Fig. 1: run 1, routing congestion map
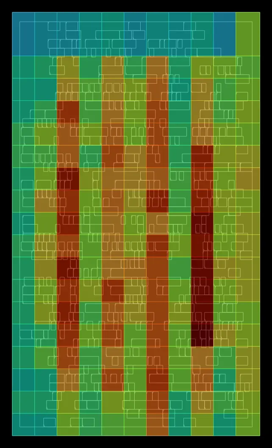
Fig. 2: run 1, a small window of the routed layout
Region (45, 86) to (70, 111) µm. Cells in grey, sequential cells in the stronger grey; small squares are vias.
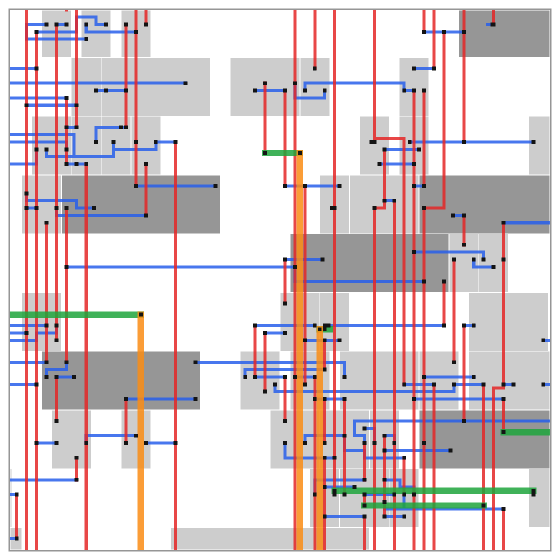
Fig. 3: run 1, gate-type map
Scale: 3 px per µm.
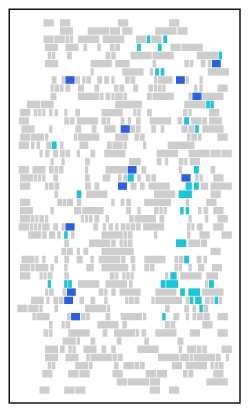
[config.mk]
export PLATFORM = sky130hd
export DESIGN_NAME = lods_pre_pipe_flat
export DESIGN_NICKNAME = d
export VERILOG_FILES = /design/src/rtl/lods_pre_pipe_if.sv /design/src/rtl/lods_pre_pipe.sv /design/src/flat_wrapper.sv
export SDC_FILE = /design/constraint.sdc
export NUM_CORES = 1
export LEC_CHECK = 0
export ABC_AREA = 1
export CAP_MARGIN = 20
export CELL_PAD_IN_SITES_DETAIL_PLACEMENT = 0
export CELL_PAD_IN_SITES_GLOBAL_PLACEMENT = 1
export CORE_ASPECT_RATIO = 1.75
export CORE_MARGIN = 2
export CORE_UTILIZATION = 35
export DETAILED_ROUTE_END_ITERATION = 10
export GPL_TIMING_DRIVEN = 0
export HOLD_SLACK_MARGIN = 0.03
export PLACE_DENSITY_LB_ADDON = 0.1
export SLEW_MARGIN = 25
export SYNTH_ARGS = -nofsm -noshare
export SYNTH_HDL_FRONTEND = slang
export SYNTH_SLANG_ARGS = --single-unit
[constraint.sdc]
create_clock -name clk -period 2.3 [get_ports clk]
set_clock_uncertainty 0.05 [all_clocks]
set_input_delay 0.23 -clock clk [delete_from_list [all_inputs] [get_ports clk]]
set_output_delay 0.23 -clock clk [all_outputs]
set_load 0.02 [all_outputs]
[src/rtl/lods_pre_pipe_if.sv]
// ============================================================================
// Module   : lods_pre_pipe_if
// Brief    : Operand/result handshake bundle for the leading-one predictor.
// Revision : 1.0
// ============================================================================
`default_nettype none

interface lods_pre_pipe_if #(
    parameter int W  = 11,
    parameter int PW = $clog2(W + 1),
    parameter int CW = 16
) ();
    logic          in_valid;
    logic          in_ready;
    logic [W-1:0]  a;
    logic [W-1:0]  b;
    logic          out_valid;
    logic          out_ready;
    logic [W:0]    sum;
    logic [PW-1:0] c;
    logic          v;
    logic          corr;
    logic [CW-1:0] corr_cnt;
    logic          clr_cnt;

    modport master (
        output in_valid, a, b, out_ready, clr_cnt,
        input  in_ready, out_valid, sum, c, v, corr, corr_cnt
    );

    modport slave (
        input  in_valid, a, b, out_ready, clr_cnt,
        output in_ready, out_valid, sum, c, v, corr, corr_cnt
    );
endinterface

`default_nettype wire

[src/rtl/lods_pre_pipe.sv]
// ============================================================================
// Module   : lods_pre_pipe
// Brief    : Two-stage leading-one predictor/corrector for a + b, W-bit operands.
// Revision : 1.0
// ============================================================================
`default_nettype none

module lods_pre_pipe #(
    parameter int W  = 11,
    parameter int PW = $clog2(W + 1),
    parameter int CW = 16
) (
    input  logic            clk,
    input  logic            rst_n,
    lods_pre_pipe_if.slave  bus
);

    logic          w_adv1;
    logic          w_adv2;
    logic [W-1:0]  w_or;
    logic [PW-1:0] w_pred;
    logic [PW-1:0] w_pred_inc;
    logic          w_carry_up;
    logic          w_out_xfer;

    logic          r_s1_valid;
    logic [W:0]    r_s1_sum;
    logic [PW-1:0] r_s1_pred;
    logic          r_s1_nz;

    logic          r_s2_valid;
    logic [W:0]    r_sum;
    logic [PW-1:0] r_c;
    logic          r_v;
    logic          r_corr;
    logic [CW-1:0] r_cnt;

    assign w_adv2     = ~r_s2_valid | bus.out_ready;
    assign w_adv1     = ~r_s1_valid | w_adv2;
    assign w_out_xfer = r_s2_valid & bus.out_ready;
    assign w_or       = bus.a | bus.b;

    // Highest set bit of a|b; the true sum MSB is this or one above it.
    always_comb begin
        w_pred = '0;
        for (int i = 0; i < W; i++) begin
            if (w_or[i]) begin
                w_pred = PW'(i);
            end
        end
    end

    assign w_pred_inc = r_s1_pred + {{(PW-1){1'b0}}, 1'b1};
    assign w_carry_up = r_s1_nz & r_s1_sum[w_pred_inc];

    always_ff @(posedge clk) begin
        if (!rst_n) begin
            r_s1_valid <= 1'b0;
            r_s1_sum   <= '0;
            r_s1_pred  <= '0;
            r_s1_nz    <= 1'b0;
        end else if (w_adv1) begin
            r_s1_valid <= bus.in_valid;
            if (bus.in_valid) begin
                r_s1_sum  <= {1'b0, bus.a} + {1'b0, bus.b};
                r_s1_pred <= w_pred;
                r_s1_nz   <= |w_or;
            end
        end
    end

    always_ff @(posedge clk) begin
        if (!rst_n) begin
            r_s2_valid <= 1'b0;
            r_sum      <= '0;
            r_c        <= '0;
            r_v        <= 1'b0;
            r_corr     <= 1'b0;
        end else if (w_adv2) begin
            r_s2_valid <= r_s1_valid;
            if (r_s1_valid) begin
                r_sum  <= r_s1_sum;
                r_c    <= w_carry_up ? w_pred_inc : r_s1_pred;
                r_v    <= r_s1_nz;
                r_corr <= w_carry_up;
            end
        end
    end

    // Clear wins over a same-cycle increment; count sticks at all-ones.
    always_ff @(posedge clk) begin
        if (!rst_n) begin
            r_cnt <= '0;
        end else if (bus.clr_cnt) begin
            r_cnt <= '0;
        end else if (w_out_xfer && r_corr && (r_cnt != {CW{1'b1}})) begin
            r_cnt <= r_cnt + {{(CW-1){1'b0}}, 1'b1};
        end
    end

    assign bus.in_ready  = rst_n & w_adv1;
    assign bus.out_valid = r_s2_valid;
    assign bus.sum       = r_sum;
    assign bus.c         = r_c;
    assign bus.v         = r_v;
    assign bus.corr      = r_corr;
    assign bus.corr_cnt  = r_cnt;

endmodule

`default_nettype wire

[src/flat_wrapper.sv]
// flat-port wrapper written by rule: the top's interface ports become plain ports
module lods_pre_pipe_flat 
#(
    parameter int W  = 11,
    parameter int PW = $clog2(W + 1),
    parameter int CW = 16
)
  (clk, rst_n, bus_in_valid, bus_a, bus_b, bus_out_ready, bus_clr_cnt, bus_in_ready, bus_out_valid, bus_sum, bus_c, bus_v, bus_corr, bus_corr_cnt);
  lods_pre_pipe_if #(.W(W), .PW(PW), .CW(CW)) bus_i ();
  input  logic clk;
  input  logic rst_n;
  input wire logic [$bits(bus_i.in_valid)-1:0] bus_in_valid;
  input wire logic [$bits(bus_i.a)-1:0] bus_a;
  input wire logic [$bits(bus_i.b)-1:0] bus_b;
  input wire logic [$bits(bus_i.out_ready)-1:0] bus_out_ready;
  input wire logic [$bits(bus_i.clr_cnt)-1:0] bus_clr_cnt;
  output wire logic [$bits(bus_i.in_ready)-1:0] bus_in_ready;
  output wire logic [$bits(bus_i.out_valid)-1:0] bus_out_valid;
  output wire logic [$bits(bus_i.sum)-1:0] bus_sum;
  output wire logic [$bits(bus_i.c)-1:0] bus_c;
  output wire logic [$bits(bus_i.v)-1:0] bus_v;
  output wire logic [$bits(bus_i.corr)-1:0] bus_corr;
  output wire logic [$bits(bus_i.corr_cnt)-1:0] bus_corr_cnt;
  assign bus_i.in_valid = bus_in_valid;
  assign bus_i.a = bus_a;
  assign bus_i.b = bus_b;
  assign bus_i.out_ready = bus_out_ready;
  assign bus_i.clr_cnt = bus_clr_cnt;
  assign bus_in_ready = bus_i.in_ready;
  assign bus_out_valid = bus_i.out_valid;
  assign bus_sum = bus_i.sum;
  assign bus_c = bus_i.c;
  assign bus_v = bus_i.v;
  assign bus_corr = bus_i.corr;
  assign bus_corr_cnt = bus_i.corr_cnt;
  lods_pre_pipe #(.W(W), .PW(PW), .CW(CW)) u_core (.clk(clk), .rst_n(rst_n), .bus(bus_i));
endmodule
==> flow_summary.toml, run 1 <==
# implementation run metrics
[pwr]
p_leak_nw = 1.82
report.power.total_mw = 2.34
power-per-cell-area_nw_per_um2 = 562

[worst_setup_path]
timing.critical_path.from_type = "input pin"
timing.setup.critical_path_class = "input pin to primary output"
r2r.worst_path.cells = 11
reg2reg_to = "u_core.bus.c[0]"

[sta]
final.period_utilization_pct = 93.6
worstMarginPinSlew_ns = 0.514
slew_headroom_pct = 65.8
setup_total_negative_slack_ns = 0
timing.hold.ws_ns = 0.423

[status]
result_of_the_run = "finished clean"

[place]
numPlacedInstances = 638
dp_slack_ns = -0.0480

[clocking]
numClockSinks = 53
worst_skew_pair.late_latency_ns = 0.29
cts_hold_repair.buffers = 0

[synth]
synth-async-reset-ratio_pct = 0
cell_total_in_the_yosys_stat_output = 456
ys_seq_share_pct = 33.0
synth.most_common_cell = "inv_1"
enable_flop_cells = 0

[cells_and_area]
num_antenna_cells = 0
seq_cell_count = 53
top_cells_excl_fill_tap = "inv_1 (88), nand2_1 (70), clkdlybuf4s50_1 (62)"
post_layout_net_count = 577
seqAreaFraction_pct = 25.5
final-instance-count-excl-fill = 646
fillers = 982

[die]
die-width_um = 76.4

[job]
maxCapViolCount = 0

[drt]
via_density = 4.86
Notes on Fig. 1 above:
end-of-flow core utilization: 46.3%
met3 Usage GRT: 2.13%
GRT busiest layer: met2
Total Routing Usage GR: 19.2%

Notes on Fig. 2 above:
red -> M2
orange -> M4
green -> M3
blue -> M1
sequential cells in the window = 6
cells with their middle in the window = 42
netlist names of flops here include = u_core.bus.corr_cnt (4), u_core.bus.c (2)
most frequent = nand2_1 (7), dfxtp_1 (6)

Notes on Fig. 3 above:
blue -> xor and xnor cells  # cells 12
cyan -> nor cells  # cells 37, where spread over the die
top logic cell by instance count in the layout: inv_1
logic share of the area: 41.7%

run 1: cells by family (layout without fill, tap and decap cells):
| group | count (synthesis) | after routing | synth area share, % |
|---|---|---|---|
| flip-flops | 53 | 53 | 33.0 |
| adder cells (fa/ha/maj) | 25 | 25 | 9.97 |
| XOR/XNOR | 12 | 12 | 3.27 |
| AND-OR/OR-AND | 102 | 102 | 16.9 |
| AND/OR/NAND/NOR | 163 | 163 | 23.8 |
| buffers and inverters | 101 | 171 | 13.0 |
run 1: worst max path at each step:
stage	from	end	slack, ns	cells after the start
3_3_place_gp	bus_b[6]	u_core.r_s1_sum[10]	-0.04	10
5_1_grt	rst_n	bus_in_ready	0.03	5
6_report	rst_n	bus_in_ready	0.15	5
3_5_place_dp	bus_b[6]	u_core.r_s1_sum[10]	-0.05	10
4_1_cts	rst_n	bus_in_ready	0.12	5
2_1_floorplan	bus_b[0]	u_core.r_s1_sum[6]	0.64	9
run 1: registers in the layout (all words and copies together) (netlist names), 4 cells and up:
name / flops
u_core.bus.c: 4
u_core.bus.corr_cnt: 16
u_core.bus.sum: 12
u_core.r_s1_pred: 4
u_core.r_s1_sum: 12
run 1: routing by layer:
layer | up-vias | part of all wire [%] | global-route usage (%)
met4 | 0 | 4.3 | 12.0
met5 | - | 0 | 0
met2 | 73 | 60 | 42.5
met1 | 1422 | 33 | 15.2
li1 | 1621 | - | -
met3 | 21 | 2.6 | 2.13
run 1: report_power, final:
part | switching [mW] | leakage (nW) | internal [mW]
combinational | 0.269 | 1.31 | 0.195
clock | 0.332 | 0.0841 | 0.544
sequential | 0.0293 | 0.435 | 0.967
total | 0.631 | 1.82 | 1.71
run 1: critical path: stages:
cell and delay [ns]:
clkdlybuf4s50_1 0.61, buf_2 0.28, nand2_1 0.09, inv_1 0.06, clkdlybuf4s50_1 0.59
Fig. 4: run 1, sequential cells coloured by netlist name
Scale: 4 px per µm.
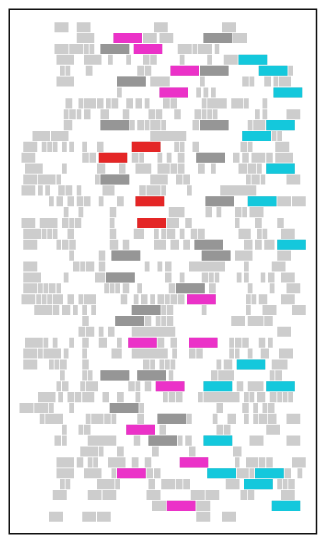

--- run 2 (diff from run 1) ---
==> constraint.sdc (replaced) <==
create_clock -name clk -period 2.3 [get_ports clk]
set_clock_uncertainty 0.05 [all_clocks]
set_input_delay 0.23 -clock clk [delete_from_list [all_inputs] [get_ports clk]]
set_output_delay 0.23 -clock clk [all_outputs]
set_load 0.05 [all_outputs]
Fig. 5: run 2, sequential cells coloured by netlist name
Scale: 4 px per µm.
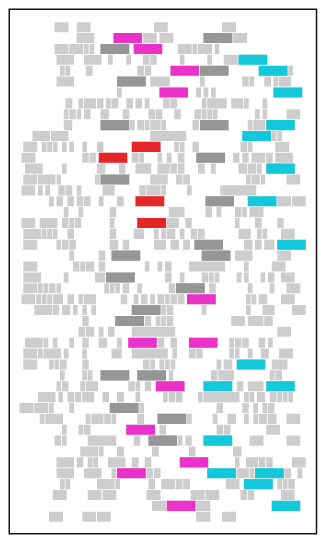
cyan -> u_core.bus.corr_cnt  # flops 16
red -> u_core.r_s1_pred  # flops 4
magenta -> u_core.bus.sum  # flops 12
not coloured = 21
Sequential cell area: 1060 µm²
sequential portion of the cell area: 25.5%
power drawn by the sequential cells: 0.996 mW
end-of-flow core utilization: 46.3%

Fig. 6: run 2, gate-type map
Scale: 3 px per µm.
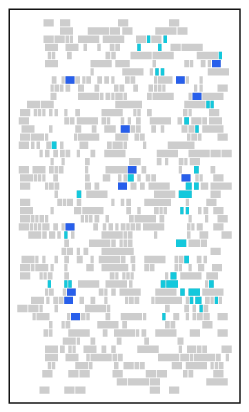
cyan -> nor cells  # cells 37, where spread over the die
blue -> xor and xnor cells  # cells 12
logic share of the area: 41.8%
count of non-filler cells in the finished layout: 646

==> flow_summary.toml, run 2 <==
# implementation run metrics
[synth]
synth-async-reset-ratio_pct = 0
synth.most_common_cell = "inv_1"
ys_seq_share_pct = 33.0

[worst_setup_path]
critical_path_cell_count = 10
timing.critical_path.from_type = "input pin"
worst_path_dominant_cell_family = "simple AND/OR/NAND/NOR gates"
reg2reg_to = "u_core.bus.c[0]"
crit_end = "u_core.r_s1_sum[10]"
path_buffers = 3
r2r.worst_path.cells = 11
worst_path_largest_cell_delay_ns = 0.48
crit_slowest_cell = "clkdlybuf4s50_1"

[global_route]
grt.met2_usage_pct = 42.5
grt_use_total_pct = 19.2
global_route.usage.met1_pct = 15.2

[sta]
final.period_utilization_pct = 92.2
timing.hold.ws_ns = 0.423
slew_headroom_pct = 65.6
setup_total_negative_slack_ns = 0

[cells_and_area]
fillers = 983
final_layout_top_logic_cell = "inv_1"
num_antenna_cells = 0

[place]
numPlacedInstances = 638

[pwr]
p_leak_nw = 1.83
power-per-cell-area_nw_per_um2 = 575

[job]
maxCapViolCount = 0

[die]
die-width_um = 76.4

[clocking]
cts_hold_repair.buffers = 0

[drt]
detail_route.wirelength.met1_um = 3120
dr.max_layer_used = "met4"

[status]
result_of_the_run = "finished clean"
Fig. 7: run 2, a small window of the routed layout
Region (45, 86) to (70, 111) µm. Cells in grey, sequential cells in the stronger grey; small squares are vias.
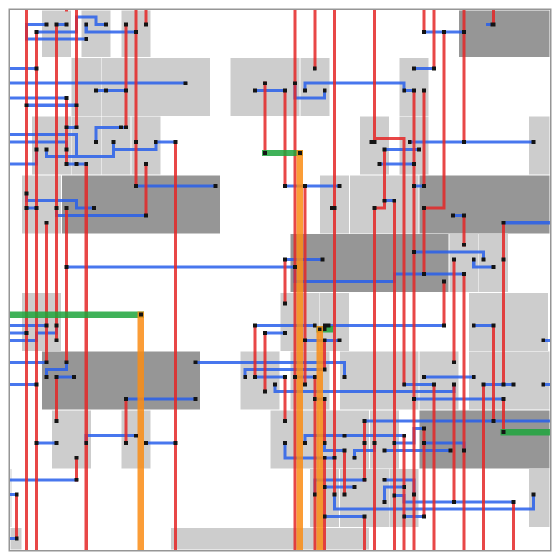
blue -> M1
green -> M3
orange -> M4
red -> M2
netlist names of flops here include = u_core.bus.corr_cnt (4), u_core.bus.c (2)
sequential cells in the window = 6
most frequent = nand2_1 (7), dfxtp_1 (6)
cells with their middle in the window = 42

run 2: worst min-delay path, cell delays in order, from the launching register on:
cell and delay, ns:
dfxtp_1 0.32, nand2_1 0.06, a21oi_1 0.05
run 2: logic make-up after synthesis:
group | count (synthesis) | synth area share [%]
adder cells (fa/ha/maj) | 25 | 9.97
AND/OR/NAND/NOR | 163 | 23.8
AND-OR/OR-AND | 102 | 16.9
XOR/XNOR | 12 | 3.27
buffers and inverters | 101 | 13.0
flip-flops | 53 | 33.0
run 2: area by class of cell:
class	instances	area, µm²	area share, %
Multi-Input combinational cell	302	1740	41.8
Timing Repair Buffer	62	619	14.9
Clock buffer	7	143	3.43
Inverter	88	330	7.95
Clock inverter	1	30.0	0.722
Tap cell	120	150	3.61
Sequential cell	53	1060	25.5
Buffer	13	87.6	2.11
run 2: how the worst min path moves through the flow:
stage	startpoint	end	slack (ns)	depth (start not counted)
after floorplan	rst_n	u_core.r_s1_nz	0.32	2
after global placement	u_core.bus.v	u_core.bus.v	0.42	2
after detailed placement	u_core.bus.c[2]	u_core.bus.c[2]	0.41	2
after CTS	u_core.r_s1_sum[7]	u_core.bus.sum[7]	0.42	2
after global routing	u_core.bus.c[2]	u_core.bus.c[2]	0.44	2
final	u_core.bus.c[3]	u_core.bus.c[3]	0.42	2
run 2: report_power, final:
group | internal, mW | switching, mW | leakage (nW)
Sequential | 0.967 | 0.0293 | 0.435
Clock | 0.544 | 0.333 | 0.0841
Combinational | 0.194 | 0.322 | 1.31
run 2: timing repair:
item	CTS	global route
endpoints found under the setup margin	1	0
gates resized	1	0
endpoints found under the hold margin	0	0
--- run 3 (diff from run 2) ---
--- a/config.mk
+++ b/config.mk
@@ -6,7 +6,6 @@
 export NUM_CORES = 1
 export LEC_CHECK = 0
 export ABC_AREA = 1
-export CAP_MARGIN = 20
 export CELL_PAD_IN_SITES_DETAIL_PLACEMENT = 0
 export CELL_PAD_IN_SITES_GLOBAL_PLACEMENT = 1
 export CORE_ASPECT_RATIO = 1.75
Fig. 8: run 3, a small window of the routed layout
Region (45, 86) to (70, 111) µm. Cells in grey, sequential cells in the stronger grey; small squares are vias.
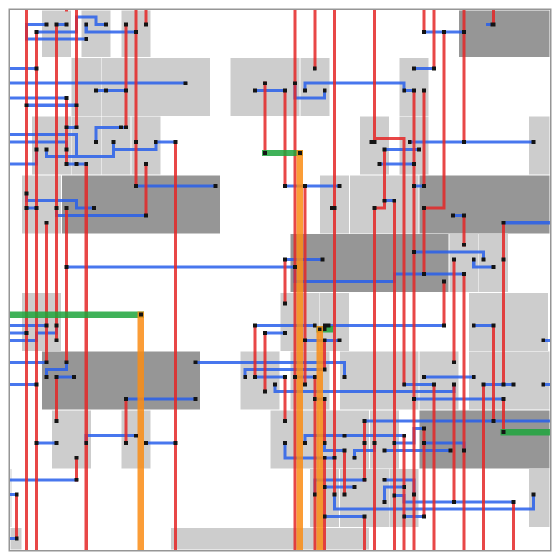
red -> M2
blue -> M1
orange -> M4
green -> M3
netlist names of flops here include = u_core.bus.corr_cnt (4), u_core.bus.c (2)
most frequent = nand2_1 (7), dfxtp_1 (6)
sequential cells in the window = 6
cells with their middle in the window = 42

Fig. 9: run 3, metal 1
Scale: 3 px per µm.
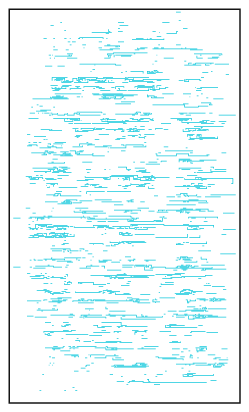
main direction = horizontal
share of all routed wire = 33%
wire length on this layer = 3120 µm
GR Layer Usage met1: 15.2%
total wirelength of the detailed-routed design: 9310 µm
total number of vias: 3137

==> flow_summary.toml, run 3 <==
# implementation run metrics
[sta]
worstMarginPinSlew_ns = 0.516
setup_total_negative_slack_ns = 0
slew_headroom_pct = 65.6
final.period_utilization_pct = 92.2
timing.hold.ws_ns = 0.423

[hold_path]
hold_path_depth = 2

[pwr]
p_switching_mw = 0.685
report.power.total_mw = 2.39
power_switching_share_pct = 28.6
power-per-cell-area_nw_per_um2 = 575
combPwrFrac_pct = 21.6
seqPwrFrac_pct = 41.7

[place]
dp_slack_ns = -0.0811

[cells_and_area]
largest_reg_flops = 16
top_cells_excl_fill_tap = "inv_1 (88), nand2_1 (70), clkdlybuf4s50_1 (61)"
final_util_pct = 46.3
post_layout_net_count = 577
final_layout_top_logic_cell = "inv_1"
final-instance-count-excl-fill = 646

[worst_setup_path]
r2r.worst_path.cells = 11
worst_path_dominant_cell_family = "simple AND/OR/NAND/NOR gates"
path_buffers = 3
worst_path_largest_cell_delay_ns = 0.48
timing.critical_path.from_type = "input pin"

[clocking]
worst_skew_pair.late_latency_ns = 0.29
numClockSinks = 53

[synth]
cell_total_in_the_yosys_stat_output = 456
synth.most_common_cell = "inv_1"
enable_flop_cells = 0
ys_seq_share_pct = 33.0

[status]
result_of_the_run = "finished clean"

[drt]
via_density = 4.86

[global_route]
grt_use_total_pct = 19.2
Fig. 10: run 3, sequential cells coloured by netlist name
Scale: 4 px per µm.
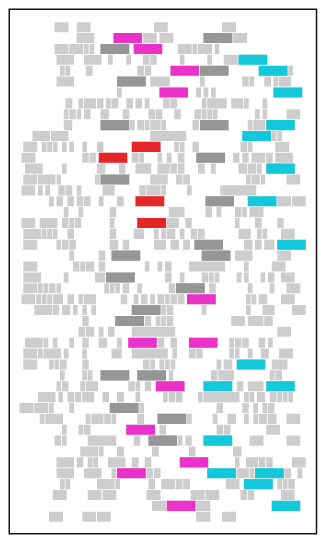
red -> u_core.r_s1_pred  # flops 4
magenta -> u_core.bus.sum  # flops 12
cyan -> u_core.bus.corr_cnt  # flops 16

==> run 3: cell counts after synthesis <==
Identical to the previous run, type by type.
==> run 3: what timing repair did <==
item                       4_1_cts  5_1_grt
buffers inserted                 0        0
gates resized                    1        0
hold endpoints to repair         0        0
setup endpoints to repair        1        0
hold buffers                     0        0
==> run 3: worst paths after layout <==
check | from | endpoint
max | bus_b[6] | u_core.r_s1_sum[10]
min | u_core.bus.c[3] | u_core.bus.c[3]
max reg2reg | u_core.r_s1_pred[0] | u_core.bus.c[0]
min reg2reg | u_core.bus.c[3] | u_core.bus.c[3]
==> run 3: area by class of cell <==
class / instances / area, µm²
fill: 983 / 4820
multi-input combinational: 302 / 1740
sequential: 53 / 1060
timing repair buffer: 62 / 619
inverter: 88 / 330
tap: 120 / 150
clock buffer: 7 / 143
buffer: 13 / 87.6
clock inverter: 1 / 30.0
==> run 3: kinds of logic (layout without fill, tap and decap cells) <==
family          Yosys count  after routing  synth area share (%)
fa+ha+maj                25             25                  9.97
compound gates          102            102                  16.9
xor+xnor                 12             12                  3.27
simple gates            163            163                  23.8
buf+inv                 101            171                  13.0
flops                    53             53                  33.0
==> run 3: power by group through the flow <==
stage	clock network, mW	logic [mW]	registers [mW]
2_1_floorplan	0	0.262	1.09
3_3_place_gp	0	0.514	1.02
3_5_place_dp	0	0.519	1.02
4_1_cts	0.903	0.521	0.996
5_1_grt	0.944	0.573	1.00
6_report	0.878	0.516	0.996
==> run 3: per-layer routing <==
layer	global-route usage, %	up-vias	routed length (µm)
li1	-	1621	-
met1	15.2	1431	3120
met2	42.5	64	5580
met3	2.13	21	216
met4	12.0	0	397
met5	0	-	0
Power figures rest on the tool's default switching activity, not on a simulated workload.
